**config.mk**
```make
export PLATFORM = sky130hd
export DESIGN_NAME = ap_ctrl_rr_scheduler
export DESIGN_NICKNAME = d
export VERILOG_FILES = /design/src/rtl/ap_ctrl_rr_scheduler_pkg.sv /design/src/rtl/ap_ctrl_rr_scheduler_rr_pick.sv /design/src/rtl/ap_ctrl_rr_scheduler.sv
export SDC_FILE = /design/constraint.sdc
export NUM_CORES = 1
export LEC_CHECK = 0
export ABC_CLOCK_PERIOD_IN_PS = 3400
export CAP_MARGIN = 0
export CORE_MARGIN = 3
export CORE_UTILIZATION = 36
export DETAILED_ROUTE_END_ITERATION = 10
export GPL_ROUTABILITY_DRIVEN = 0
export HOLD_SLACK_MARGIN = 0.05
export PLACE_DENSITY_LB_ADDON = 0.15
export SYNTH_ARGS = -nofsm -noshare
export SYNTH_HDL_FRONTEND = slang
export SYNTH_SLANG_ARGS = --single-unit
```
**constraint.sdc**
```tcl
create_clock -name ap_clk -period 3.4 [get_ports ap_clk]
set_input_delay 0.68 -clock ap_clk [delete_from_list [all_inputs] [get_ports ap_clk]]
set_output_delay 0.68 -clock ap_clk [all_outputs]
set_load 0.1 [all_outputs]
```
**src/rtl/ap_ctrl_rr_scheduler_pkg.sv**
```systemverilog
// Shared definitions for the ap_ctrl round-robin kernel scheduler family:
// FSM encoding, grant index width helper and default latency width.
package ap_ctrl_rr_scheduler_pkg;

   typedef enum logic [1:0] {
      ST_IDLE  = 2'd0,
      ST_ISSUE = 2'd1,
      ST_WAIT  = 2'd2
   } sched_state_e;

   localparam int LAT_W_DEF = 32;

   // Index width for n requesters; never narrower than one bit.
   function automatic int grant_w(input int n);
      return (n <= 2) ? 1 : $clog2(n);
   endfunction

endpackage

```
**src/rtl/ap_ctrl_rr_scheduler_rr_pick.sv**
```systemverilog
// Combinational round-robin priority encoder: first set request bit at or
// after ptr_i, wrapping modulo NUM_REQ.
module ap_ctrl_rr_scheduler_rr_pick #(
   parameter int NUM_REQ = 4,
   parameter int GRANT_W = 2
) (
   input  logic [NUM_REQ-1:0] req_i,
   input  logic [GRANT_W-1:0] ptr_i,
   output logic               valid_o,
   output logic [GRANT_W-1:0] idx_o
);

   localparam logic [GRANT_W:0] NUM_L = (GRANT_W+1)'(NUM_REQ);

   logic [2*NUM_REQ-1:0] dbl;
   logic [NUM_REQ-1:0]   rot;
   logic [GRANT_W-1:0]   off;
   logic [GRANT_W:0]     sum;

   // Bit k of rot is request (ptr_i + k) mod NUM_REQ.
   assign dbl = {req_i, req_i};
   assign rot = NUM_REQ'(dbl >> ptr_i);

   always_comb begin
      valid_o = |req_i;
      off     = '0;
      for (int k = NUM_REQ - 1; k >= 0; k--) begin
         if (rot[k]) off = GRANT_W'(k);
      end
      sum   = {1'b0, ptr_i} + {1'b0, off};
      idx_o = (sum >= NUM_L) ? GRANT_W'(sum - NUM_L) : GRANT_W'(sum);
   end

endmodule

```
**src/rtl/ap_ctrl_rr_scheduler.sv**
```systemverilog
// Shares one start/done kernel among NUM_REQ ap_ctrl_hs requesters with
// round-robin arbitration, call latency reporting and a spurious-done flag.
module ap_ctrl_rr_scheduler
   import ap_ctrl_rr_scheduler_pkg::*;
#(
   parameter  int NUM_REQ = 4,
   parameter  int ARG_W   = 64,
   parameter  int LAT_W   = LAT_W_DEF,
   localparam int GRANT_W = grant_w(NUM_REQ)
) (
   input  logic                     ap_clk,
   input  logic                     ap_rst,
   input  logic [NUM_REQ-1:0]       req_start,
   input  logic [NUM_REQ*ARG_W-1:0] req_arg,
   output logic [NUM_REQ-1:0]       req_ready,
   output logic [NUM_REQ-1:0]       req_done,
   output logic [NUM_REQ-1:0]       req_idle,
   output logic                     k_start,
   output logic [ARG_W-1:0]         k_arg,
   input  logic                     k_done,
   output logic                     busy,
   output logic [GRANT_W-1:0]       grant,
   output logic [LAT_W-1:0]         last_lat,
   output logic                     err,
   output logic [1:0]               dbg_state
);

   sched_state_e        state_q, state_d;
   logic [GRANT_W-1:0]  rr_ptr_q, rr_ptr_d;
   logic [GRANT_W-1:0]  grant_q, grant_d;
   logic [ARG_W-1:0]    k_arg_q, k_arg_d;
   logic [LAT_W-1:0]    lat_cnt_q, lat_cnt_d;
   logic [LAT_W-1:0]    last_lat_q, last_lat_d;
   logic                err_q, err_d;
   logic [NUM_REQ-1:0]  req_done_q, req_done_d;

   logic                pick_valid;
   logic [GRANT_W-1:0]  pick_idx;
   logic [NUM_REQ-1:0]  grant_oh;
   logic                completion;

   ap_ctrl_rr_scheduler_rr_pick #(
      .NUM_REQ (NUM_REQ),
      .GRANT_W (GRANT_W)
   ) u_pick (
      .req_i   (req_start),
      .ptr_i   (rr_ptr_q),
      .valid_o (pick_valid),
      .idx_o   (pick_idx)
   );

   assign grant_oh   = NUM_REQ'(1) << grant_q;
   assign completion = (state_q != ST_IDLE) && k_done;

   always_ff @(posedge ap_clk) begin
      if (ap_rst) state_q <= ST_IDLE;
      else        state_q <= state_d;
   end

   always_comb begin
      state_d = state_q;
      case (state_q)
         ST_IDLE:  if (pick_valid) state_d = ST_ISSUE;
         ST_ISSUE: state_d = k_done ? ST_IDLE : ST_WAIT;
         ST_WAIT:  if (k_done) state_d = ST_IDLE;
         default:  state_d = ST_IDLE;
      endcase
   end

   always_comb begin
      k_start   = (state_q == ST_ISSUE);
      busy      = (state_q != ST_IDLE);
      req_ready = (state_q == ST_ISSUE) ? grant_oh : '0;
      req_idle  = ~req_start & ~(busy ? grant_oh : '0);
      req_done  = req_done_q;
      grant     = grant_q;
      k_arg     = k_arg_q;
      last_lat  = last_lat_q;
      err       = err_q;
      dbg_state = state_q;
   end

   // A completing WAIT cycle still counts, so last_lat spans k_start to k_done.
   always_comb begin
      grant_d    = grant_q;
      k_arg_d    = k_arg_q;
      lat_cnt_d  = lat_cnt_q;
      rr_ptr_d   = rr_ptr_q;
      last_lat_d = last_lat_q;
      req_done_d = '0;
      err_d      = err_q | ((state_q == ST_IDLE) && k_done);
      if ((state_q == ST_IDLE) && pick_valid) begin
         grant_d = pick_idx;
         k_arg_d = req_arg[pick_idx*ARG_W +: ARG_W];
      end
      if (state_q == ST_ISSUE) begin
         lat_cnt_d = '0;
      end else if (state_q == ST_WAIT) begin
         lat_cnt_d = (lat_cnt_q == '1) ? lat_cnt_q : lat_cnt_q + LAT_W'(1);
      end
      if (completion) begin
         req_done_d = grant_oh;
         last_lat_d = lat_cnt_d;
         rr_ptr_d   = (grant_q == GRANT_W'(NUM_REQ - 1)) ? '0 : grant_q + 1'b1;
      end
   end

   always_ff @(posedge ap_clk) begin
      if (ap_rst) begin
         rr_ptr_q   <= '0;
         grant_q    <= '0;
         k_arg_q    <= '0;
         lat_cnt_q  <= '0;
         last_lat_q <= '0;
         err_q      <= 1'b0;
         req_done_q <= '0;
      end else begin
         rr_ptr_q   <= rr_ptr_d;
         grant_q    <= grant_d;
         k_arg_q    <= k_arg_d;
         lat_cnt_q  <= lat_cnt_d;
         last_lat_q <= last_lat_d;
         err_q      <= err_d;
         req_done_q <= req_done_d;
      end
   end

endmodule

```
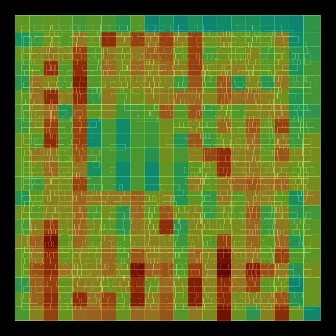
(run_1/congestion_map.png)
drt wl/cell: 18.77 µm
Overall Global Routing Usage: 24.25%

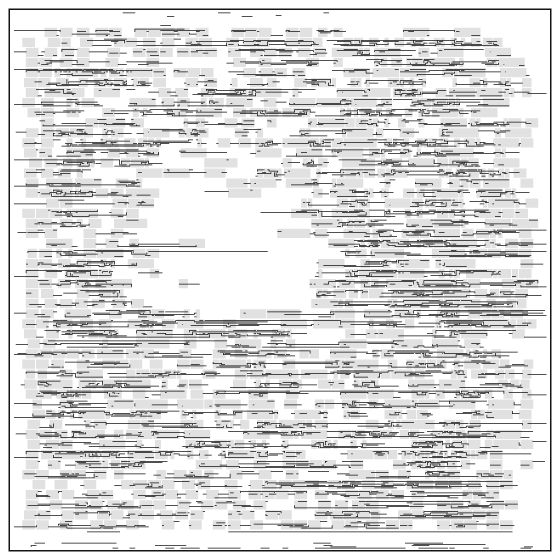
(run_1/m1.png)
longest straight run	76.8 µm
main direction	horizontal
share of all routed wire	39%

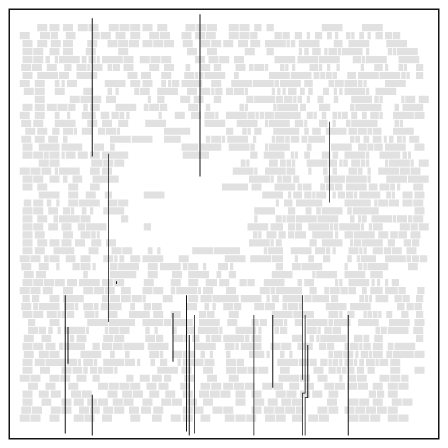
(run_1/m4.png)
nets with wire on the layer	17
wire length on this layer	604 µm
share of all routed wire	2.2%
main direction	vertical
post-detailed-routing wire length: 26940 µm
vias after detailed routing: 7340

==> run notes, run 1 <==
fresh numbers from the pnr run: number of synthesis warnings=0, most common cell after layout, fill and taps aside=sky130_fd_sc_hd__clkdlybuf4s50_1, post-route cell area=11690 µm², Max Fclk=0.3255 GHz, post-route clock period utilization=90.36%, number of levels in the clock H-tree=4, layout overhead on the synthesized area=65.32%, M2 GR Usage=42.51%, clock tree root buffer cell=sky130_fd_sc_hd__clkbuf_16, Avg Cell Area, Syn=8.846 µm², internal power=3.785 mW, clock latency on the worst-skew pair=430 ps, leading post-synthesis cells by instance count=sky130_fd_sc_hd__dfxtp_1, sky130_fd_sc_hd__mux2i_1, sky130_fd_sc_hd__nor2_1, share of post-route cells with drive strength above 1=14.58%, hold path endpoint=last_lat[14], largest net degree at the start of global routing=71, power density cells=573.2 nW/µm², hold depth=2, status=finished, final reports clean, number of non-filler instances in the completed layout=1435, floorplan die area=21350 µm², Worst EP arrival=3380 ps
==> run_1/util_map.png <==
Scale bar: 50 µm. 15 x 15 tiles, from dark blue (low) to red (high), 0 to 100% covered.
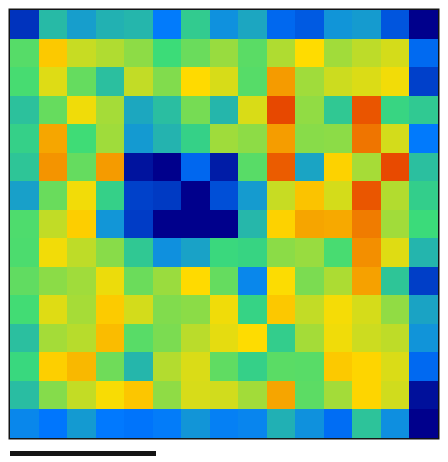

==> run 2, diff against run 1 <==
- CORE_AREA: not set -> 2 2 148 150
- CORE_MARGIN: 3 -> not set
- CORE_UTILIZATION: 36 -> not set
- DIE_AREA: not set -> 0 0 150 152
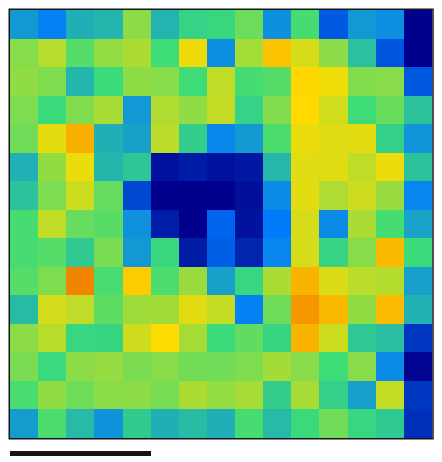
(run_2/util_map.png)
Scale bar: 50 µm. 15 x 15 tiles, from dark blue (low) to red (high), 0 to 100% covered.
nearly empty tiles	3.1%
densest ninth of the die	right middle
emptiest ninth of the die	middle
tiles over 75% full	5.3%

==> run notes, run 2 <==
fresh numbers from the pnr run: status=finished, final reports clean, number of synthesis warnings=0, drt wl/cell=18.37 µm, Synth Area in Adders=1.062%, Overall Global Routing Usage=23.30%, post-route clock period utilization=84.10%, internal power=3.767 mW, largest net degree at the start of global routing=69, global route overflow=0, number of levels in the clock H-tree=4, Hold Path Class=flop to flop, Top FF cell, synth=sky130_fd_sc_hd__dfxtp_1, Max Fclk=0.3497 GHz, Worst EP arrival=3150 ps, most common cell after layout, fill and taps aside=sky130_fd_sc_hd__clkdlybuf4s50_1, hold path endpoint=last_lat[19], portion of the layout cell area used by clock cells=4.962%, post-route cell area=11650 µm², M2 GR Usage=41.44%, leading post-synthesis cells by instance count=sky130_fd_sc_hd__dfxtp_1, sky130_fd_sc_hd__mux2i_1, sky130_fd_sc_hd__nor2_1, floorplan die area=22800 µm², layout overhead on the synthesized area=64.81%, top logic cell family in the synthesized netlist=multiplexers, post-detailed-routing wire length=26610 µm, clock tree root buffer cell=sky130_fd_sc_hd__clkbuf_16, highest metal layer used by the detailed router=met5, hold depth=2, clock latency on the worst-skew pair=430 ps, mux frac, synth=18.48%, share of async-settable or async-resettable flops after synthesis=0%, Seq cells post-synth=139, power density cells=573.1 nW/µm², Avg Cell Area, Syn=8.846 µm², Critical Path End Type=flop, number of flip-flops and latches=139, number of non-filler instances in the completed layout=1448, vias after detailed routing=7317
==> run_2/m4.png <==
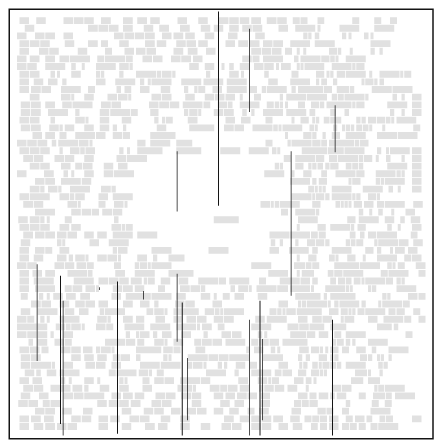

==> run 3, diff against run 2 <==
- ABC_CLOCK_PERIOD_IN_PS: 3400 -> 2700
- CORE_AREA: 2 2 148 150 -> 2 2 149 151
- DIE_AREA: 0 0 150 152 -> 0 0 151 153
- clock period: 3.4 -> 2.7 ns (I/O delays scaled with it)
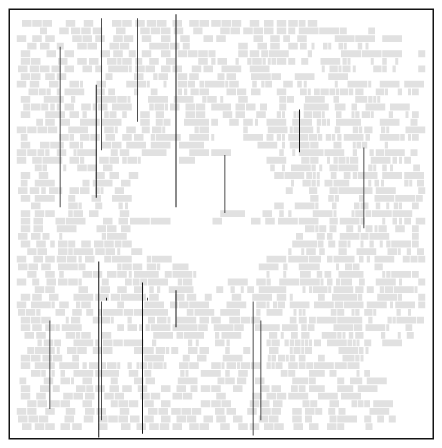
(run_3/m4.png)
wire length on this layer	600 µm
share of all routed wire	2.2%
nets with wire on the layer	14
main direction	vertical

==> run notes, run 3 <==
fresh numbers from the pnr run: Seq cells post-synth=139, share of post-route cells with drive strength above 1=18.52%, vias after detailed routing=7378, Critical Path End Type=flop, top logic cell family in the synthesized netlist=multiplexers, layout overhead on the synthesized area=69.04%, cell group occupying the most layout area=combinational gates, drt wl/cell=18.48 µm, Synth Area in Adders=1.062%, Avg Cell Area, Syn=8.846 µm², number of flip-flops and latches=139, number of global-route vias before repair=7357, max-cap check violation count=0, status=finished, final reports clean, largest net degree at the start of global routing=69, floorplan die area=23100 µm², clock latency on the worst-skew pair=420 ps, Max Fclk=0.3851 GHz, Overall Global Routing Usage=23.51%, clock tree root buffer cell=sky130_fd_sc_hd__clkbuf_16, hold path endpoint=last_lat[14], Critical Path RT=3050 ps, portion of the layout cell area used by clock cells=4.828%, number of levels in the clock H-tree=4, leading post-synthesis cells by instance count=sky130_fd_sc_hd__dfxtp_1, sky130_fd_sc_hd__mux2i_1, sky130_fd_sc_hd__nor2_1, post-detailed-routing wire length=27180 µm, mux frac, synth=18.48%, M2 GR Usage=40.58%, Hold Path Class=flop to flop, number of synthesis warnings=0, number of non-filler instances in the completed layout=1471, global route overflow=0, internal power=4.852 mW, highest metal layer used by the detailed router=met5, post-route clock period utilization=96.19%, share of async-settable or async-resettable flops after synthesis=0%, post-route setup TNS=0 ps, power density cells=717.0 nW/µm², Top FF cell, synth=sky130_fd_sc_hd__dfxtp_1
Power and IR drop assume default switching activity.
